File: src/rtl/pt_write_port.sv
// Packs transform pixels into 36-bit even/odd pairs for frame memory.
// Input register -> FIFO -> EMPTY/HALF/READY packer -> word write port.
module pt_write_port #(
  parameter int DEPTH        = 8,
  parameter int IMG_W        = 640,
  parameter int IMG_H        = 480,
  parameter int HALF_TIMEOUT = 4
) (
  input  logic        clk,
  input  logic        rst_n,
  input  logic        frame_flag,
  input  logic [17:0] pt_pixel_write,
  input  logic [9:0]  pt_x,
  input  logic [8:0]  pt_y,
  input  logic        pt_wr,
  output logic        ptflag,
  output logic        mem_we,
  input  logic        mem_slot,
  output logic [18:0] mem_addr,
  output logic [35:0] mem_wdata,
  output logic [1:0]  mem_be,
  output logic        overflow
);
  localparam int PW = $clog2(DEPTH);
  localparam int CW = PW + 1;
  localparam int TW = $clog2(HALF_TIMEOUT + 1);
  localparam logic [9:0]    XLIM  = 10'(IMG_W);
  localparam logic [8:0]    YLIM  = 9'(IMG_H);
  localparam logic [CW-1:0] FULL  = CW'(DEPTH);
  localparam logic [CW-1:0] LOW   = CW'(DEPTH - 2);
  localparam logic [TW-1:0] TLAST = TW'(HALF_TIMEOUT - 1);

  typedef struct packed {
    logic        bank;
    logic [9:0]  x;
    logic [8:0]  y;
    logic [17:0] pix;
  } ent_t;

  typedef enum logic [1:0] {S_EMPTY, S_HALF, S_READY} st_t;

  function automatic logic [18:0] f_addr(input ent_t e);
    logic [18:0] lin;
    lin = 19'(e.y) * 19'(IMG_W) + 19'(e.x);
    return {e.bank, 18'(lin >> 1)};
  endfunction

  logic          r_bank, w_bank, r_in_v;
  ent_t          r_in, w_head, r_hold;
  ent_t          r_mem [DEPTH];
  logic [PW-1:0] r_wp, r_rp;
  logic [CW-1:0] r_cnt, w_cnt_n;
  logic          w_empty, w_full, w_push, w_pop, w_drop;
  logic          r_ptflag, r_ovf;
  st_t           r_state, w_state_n;
  logic [TW-1:0] r_tmo, w_tmo_n;
  logic          w_hold_ld, w_out_ld, w_partner;
  logic [18:0]   r_addr, w_addr_n;
  logic [35:0]   r_wdata, w_wdata_n;
  logic [1:0]    r_be, w_be_n;

  // bank seen by a pixel includes a frame_flag in the same cycle
  assign w_bank = r_bank ^ frame_flag;

  always_ff @(posedge clk or negedge rst_n) begin
    if (!rst_n) begin
      r_bank <= 1'b0;
      r_in_v <= 1'b0;
      r_in   <= '0;
    end else begin
      r_bank <= w_bank;
      r_in_v <= pt_wr && (pt_x < XLIM) && (pt_y < YLIM);
      r_in   <= {w_bank, pt_x, pt_y, pt_pixel_write};
    end
  end

  assign w_empty = (r_cnt == '0);
  assign w_full  = (r_cnt == FULL);
  assign w_head  = r_mem[r_rp];
  // pop is evaluated first, so a full FIFO still takes a push
  assign w_push  = r_in_v && (!w_full || w_pop);
  assign w_drop  = r_in_v && w_full && !w_pop;
  assign w_cnt_n = r_cnt + CW'(w_push) - CW'(w_pop);

  always_ff @(posedge clk) begin
    if (w_push) r_mem[r_wp] <= r_in;
  end

  always_ff @(posedge clk or negedge rst_n) begin
    if (!rst_n) begin
      r_wp     <= '0;
      r_rp     <= '0;
      r_cnt    <= '0;
      r_ptflag <= 1'b0;
      r_ovf    <= 1'b0;
    end else begin
      if (w_push) r_wp <= r_wp + PW'(1);
      if (w_pop)  r_rp <= r_rp + PW'(1);
      r_cnt    <= w_cnt_n;
      r_ptflag <= (w_cnt_n <= LOW);
      r_ovf    <= r_ovf | w_drop;
    end
  end

  assign w_partner = (w_head.y == r_hold.y)
                  && (w_head.bank == r_hold.bank)
                  && (w_head.x == r_hold.x + 10'd1);

  always_comb begin
    w_state_n = r_state;
    w_tmo_n   = r_tmo;
    w_pop     = 1'b0;
    w_hold_ld = 1'b0;
    w_out_ld  = 1'b0;
    w_addr_n  = f_addr(r_hold);
    w_wdata_n = {r_hold.pix, 18'b0};
    w_be_n    = 2'b10;
    unique case (r_state)
      S_EMPTY: begin
        if (!w_empty) begin
          w_pop = 1'b1;
          if (!w_head.x[0]) begin
            w_hold_ld = 1'b1;
            w_tmo_n   = '0;
            w_state_n = S_HALF;
          end else begin
            w_out_ld  = 1'b1;
            w_addr_n  = f_addr(w_head);
            w_wdata_n = {18'b0, w_head.pix};
            w_be_n    = 2'b01;
            w_state_n = S_READY;
          end
        end
      end
      S_HALF: begin
        if (!w_empty) begin
          w_out_ld  = 1'b1;
          w_state_n = S_READY;
          if (w_partner) begin
            w_pop     = 1'b1;
            w_wdata_n = {r_hold.pix, w_head.pix};
            w_be_n    = 2'b11;
          end
        end else if (r_tmo == TLAST) begin
          w_out_ld  = 1'b1;
          w_state_n = S_READY;
        end else begin
          w_tmo_n = r_tmo + TW'(1);
        end
      end
      S_READY: begin
        if (mem_slot) w_state_n = S_EMPTY;
      end
      default: w_state_n = S_EMPTY;
    endcase
  end

  always_ff @(posedge clk or negedge rst_n) begin
    if (!rst_n) begin
      r_state <= S_EMPTY;
      r_tmo   <= '0;
      r_hold  <= '0;
      r_addr  <= '0;
      r_wdata <= '0;
      r_be    <= '0;
    end else begin
      r_state <= w_state_n;
      r_tmo   <= w_tmo_n;
      if (w_hold_ld) r_hold <= w_head;
      if (w_out_ld) begin
        r_addr  <= w_addr_n;
        r_wdata <= w_wdata_n;
        r_be    <= w_be_n;
      end
    end
  end

  assign mem_we    = (r_state == S_READY);
  assign mem_addr  = r_addr;
  assign mem_wdata = r_wdata;
  assign mem_be    = r_be;
  assign ptflag    = r_ptflag;
  assign overflow  = r_ovf;

endmodule
File: config.mk
export PLATFORM = sky130hd
export DESIGN_NAME = pt_write_port
export DESIGN_NICKNAME = d
export VERILOG_FILES = /design/src/rtl/pt_write_port.sv
export SDC_FILE = /design/constraint.sdc
export NUM_CORES = 1
export LEC_CHECK = 0
export CORE_ASPECT_RATIO = 1.25
export CORE_MARGIN = 2
export CORE_UTILIZATION = 29
export CTS_CLUSTER_DIAMETER = 150
export DETAILED_ROUTE_END_ITERATION = 6
export MAX_ROUTING_LAYER = met4
export PLACE_DENSITY = 0.5
export SLEW_MARGIN = 5
export SYNTH_ARGS = -nofsm -noshare
export SYNTH_HDL_FRONTEND = slang
export SYNTH_SLANG_ARGS = --single-unit
File: constraint.sdc
create_clock -name clk -period 8.3 [get_ports clk]
set_input_delay 1.66 -clock clk [delete_from_list [all_inputs] [get_ports clk]]
set_output_delay 1.66 -clock clk [all_outputs]
set_load 0.005 [all_outputs]
**Run 1: routed metal, one color a layer**

(1 px per µm)
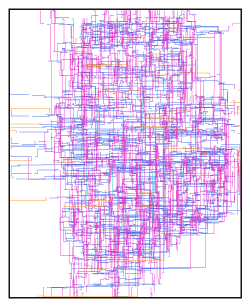
Key: metal 4 = cyan [wire length 940 µm]; metal 2 = magenta [wire length 22.8 mm]; metal 3 = orange [wire length 1370 µm]; metal 1 = blue [wire length 19300 µm]
drt total wl: 44.4 mm
GR Util All Layers: 14.0%
total number of vias: 9977
wire length per cell: 20.6 µm

**Run 1: track usage over the die**

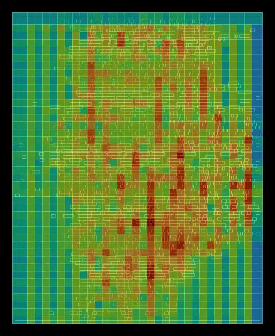
met1 usage: 16.9%
met3 usage: 2.27%
fin util: 35.1%

**Run 1: where the registers sit**

(1 px per µm) Other sequential cells in the stronger gray, the rest of the logic in the fainter gray.
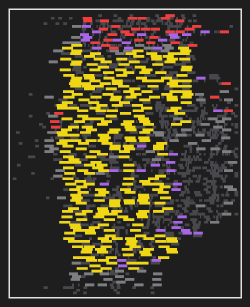
Key: `r_hold` = purple [placed flops 38]; `mem_wdata` = red [placed flops 36]; `r_mem` = yellow [placed flops 304]
Seq. pwr: 3300 µW
Register Area: 12900 µm²

**Run 1: pin map**

(1 px per µm) Pins as bars across the die edge, other pins in gray.
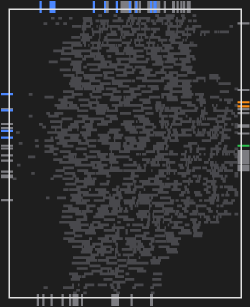
Key: `overflow` = green [pins 1, direction output, edge right]; `mem_be` = orange [pins 2, direction output, edge right]; `pt_pixel_write` = blue [pins 18, direction input, edge 14 top, 4 left]
die width: 230 µm
Die Ht: 287 µm
port buffer count: 101

==> run summary, run 1 <==
Starting DRT DRC Count: 568
vias per cell: 4.64
CP Capture Type: flop
Max-area cell class: sequential cells
crit-path most repeated cell: ha_1
syn_area_per_cell: 16.2 µm²
Clock Network Area Fraction: 6.80%
peak supply drop: 0.000187 V
Worst Max-Slew Pin Slew: 0.890 ns
crit start category: flop
Late-Pin Clk Latency: 0.59 ns
Pleak: 0.00812 µW
Yosys chip area: 18600 µm²
flops & latches, synth: 455
Sw Ratio: 36.9%
most frequent cells in the layout: 304 x edfxtp_1, 148 x dfrtp_1, 122 x nand2_1
final setup violation count: 0
Gates resized, CTS repair: 0
initial core utilization: 29.4%
Worst slew margin: 40.6%
layout cells sized above 1: 14.9%
first-pass GRT wire length: 67.7 mm
postcts setup bufs: 0
DRT Pass-1 Iters: 5
met2 GRT Util: 24.4%
number of non-clock inverters: 22
Post-synth seq share: 69.4%
post-synth cell types: 61
fin cells: 2151
CLK BUF: 66
status: complete, no violations
Mapped Cells: 1147
Worst-path clk slew: 0.06 ns
total number of yosys warnings: 0
Clock Skew: 0.0158 ns
most instantiated cells after synthesis: 304 x edfxtp_1, 151 x dfrtp_1, 123 x nand2_1, 62 x mux4_2, 56 x o21ai_0
CP Class: reg -> reg
top area contributor share: 49.1%
GRT busiest layer: met2
Sequential Power Share: 35.7%
CORE AREA: 63300 µm²
min cycle time layout: 5.69 ns
==> run 1: worst paths after layout <==
kind | to | slack [ns] | cells after the start
min | mem_wdata[32]$_DFFE_PN0P_ | 0.47 | 2
max | mem_addr[16]$_DFFE_PN0P_ | 2.61 | 16
min reg2reg | mem_wdata[32]$_DFFE_PN0P_ | 0.47 | 2
max reg2reg | mem_addr[16]$_DFFE_PN0P_ | 2.61 | 16
max in group asynchronous | r_rp[1]$_DFFE_PN0N_ | 6.10 | 2
min in group asynchronous | r_in[35]$_DFF_PN0_ | 0.99 | 1
==> run 1: sequential cells by signal, summed over array words and instances, names as in the netlist <==
signal	cells
r_rp	3
r_wp	3
ptflag	1
r_in	38
r_cnt	4
overflow	1
mem_wdata	36
mem_addr	19
mem_be	2
r_mem	304
r_tmo	3
r_hold	38
r_state	2
r_in_v	1
==> inputs of run 2 (changes only) <==
Settings changed: PLACE_DENSITY 0.5 to 0.51.
Clock period 8.3 ns to 5.15 ns, I/O delays scaled along.
**Run 2: track usage over the die**

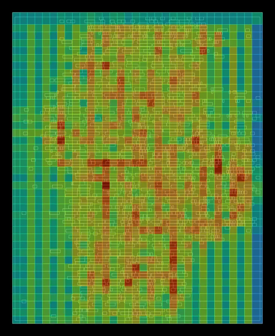
wire length per cell: 20.3 µm
met3 usage: 2.23%

**Run 2: where the registers sit**

(1 px per µm) Other sequential cells in the stronger gray, the rest of the logic in the fainter gray.
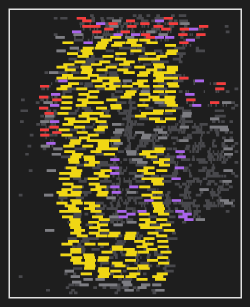
Key: `r_mem` = yellow [placed flops 304]; `mem_wdata` = red [placed flops 36]; `r_hold` = purple [placed flops 38]
Another 77 sequential cells are not colored.
fin util: 35.7%
Seq. pwr: 5240 µW

==> run 2 against run 1 <==
Effect of this change:
- global-route usage down 0.060 points
- synthesized area unchanged
- clock skew up 0.0029 ns
- critical path depth down 2
- routed wire length down 0.66%
- combinational power up 67%
- critical endpoint unchanged
- hold slack worse by 0.0019 ns
- die size unchanged
- largest cell class unchanged
==> run summary, run 2 <==
status: complete, no violations
CP Class: reg -> reg
Starting DRT DRC Count: 572 (+0.70%)
fin cells: 2166 (+0.70%)
Mapped Cells: 1147 (unchanged)
layout cells sized above 1: 16.6% (+1.7 points)
Late-Pin Clk Latency: 0.58 ns (about the same)
postcts setup bufs: 0 (unchanged)
met2 GRT Util: 23.6% (-0.75 points)
Die Ht: 287 µm (unchanged)
most frequent cells in the layout: 304 x edfxtp_1, 148 x dfrtp_1, 122 x nand2_1
Crit Reg-Reg Endpoint: mem_addr[16]$_DFFE_PN0P_
max reg flops: 304 (unchanged)
final setup violation count: 0 (unchanged)
GRT busiest layer: met2
Clock Skew: 0.0187 ns (+0.00290 ns)
CP endpoint: mem_addr[16]$_DFFE_PN0P_
Worst Max-Slew Pin Slew: 0.990 ns (+0.0999 ns)
top flop regs: r_mem: 304 flops, r_hold: 38 flops, r_in: 38 flops
first-pass GRT wire length: 67.2 mm (-0.76%)
crit start category: flop
port buffer count: 101 (unchanged)
peak supply drop: 0.000324 V (+73%)
Gates resized, CTS repair: 0 (unchanged)
CORE AREA: 63300 µm² (unchanged)
top area contributor share: 49.1% (unchanged)
worst hold path depth: 2 (unchanged)
Pleak: 0.00832 µW (+2.4%)
total number of yosys warnings: 0 (unchanged)
met1 usage: 17.3% (+0.39 points)
initial core utilization: 29.4% (unchanged)
CP Depth: 14 (-2)
vias per cell: 4.60 (-0.82%)
crit-path most repeated cell: ha_1
die width: 230 µm (unchanged)
min cycle time layout: 4.66 ns (-1.03 ns)
Worst-path clk slew: 0.06 ns (about the same)
**Run 2: routed metal, one color a layer**

(1 px per µm)
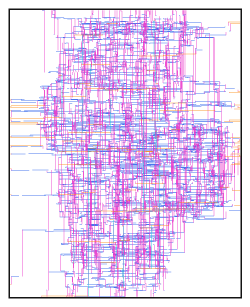
Key: metal 1 = blue [wire length 19200 µm]; metal 3 = orange [wire length 1550 µm]; metal 2 = magenta [wire length 22.3 mm]; metal 4 = cyan [wire length 1030 µm]
drt total wl: 44.1 mm
GR Util All Layers: 14.0%
total number of vias: 9964

## run 2: power breakdown
group,internal (µW),switching (µW),total [µW]
registers,4610,625,5240
clock network,2230,1440,3680
logic,3010,3470,6480
total,9850,5540,15400
## run 2: area by class of cell
cell class	instances	area (µm²)
inverters	22	82.6
repair buffers	139	1400
fillers	5963	40700
well taps	840	1050
clock inverters	28	374
multi-input cells	622	5470
flip-flops and latches	455	12900
clock buffers	60	1320
## run 2: logic make-up after synthesis
kind of cell | count (synthesis) | share of synthesized area [%]
AOI/OAI and AO/OA | 140 | 4.85
xor gates and xnor gates | 52 | 2.82
adders and majority gates | 49 | 3.50
buffers and inverters | 70 | 1.60
DFF | 455 | 69.4
muxes | 132 | 11.4
and+or+nand+nor | 249 | 6.35
Power is estimated from default activity; no workload was simulated.
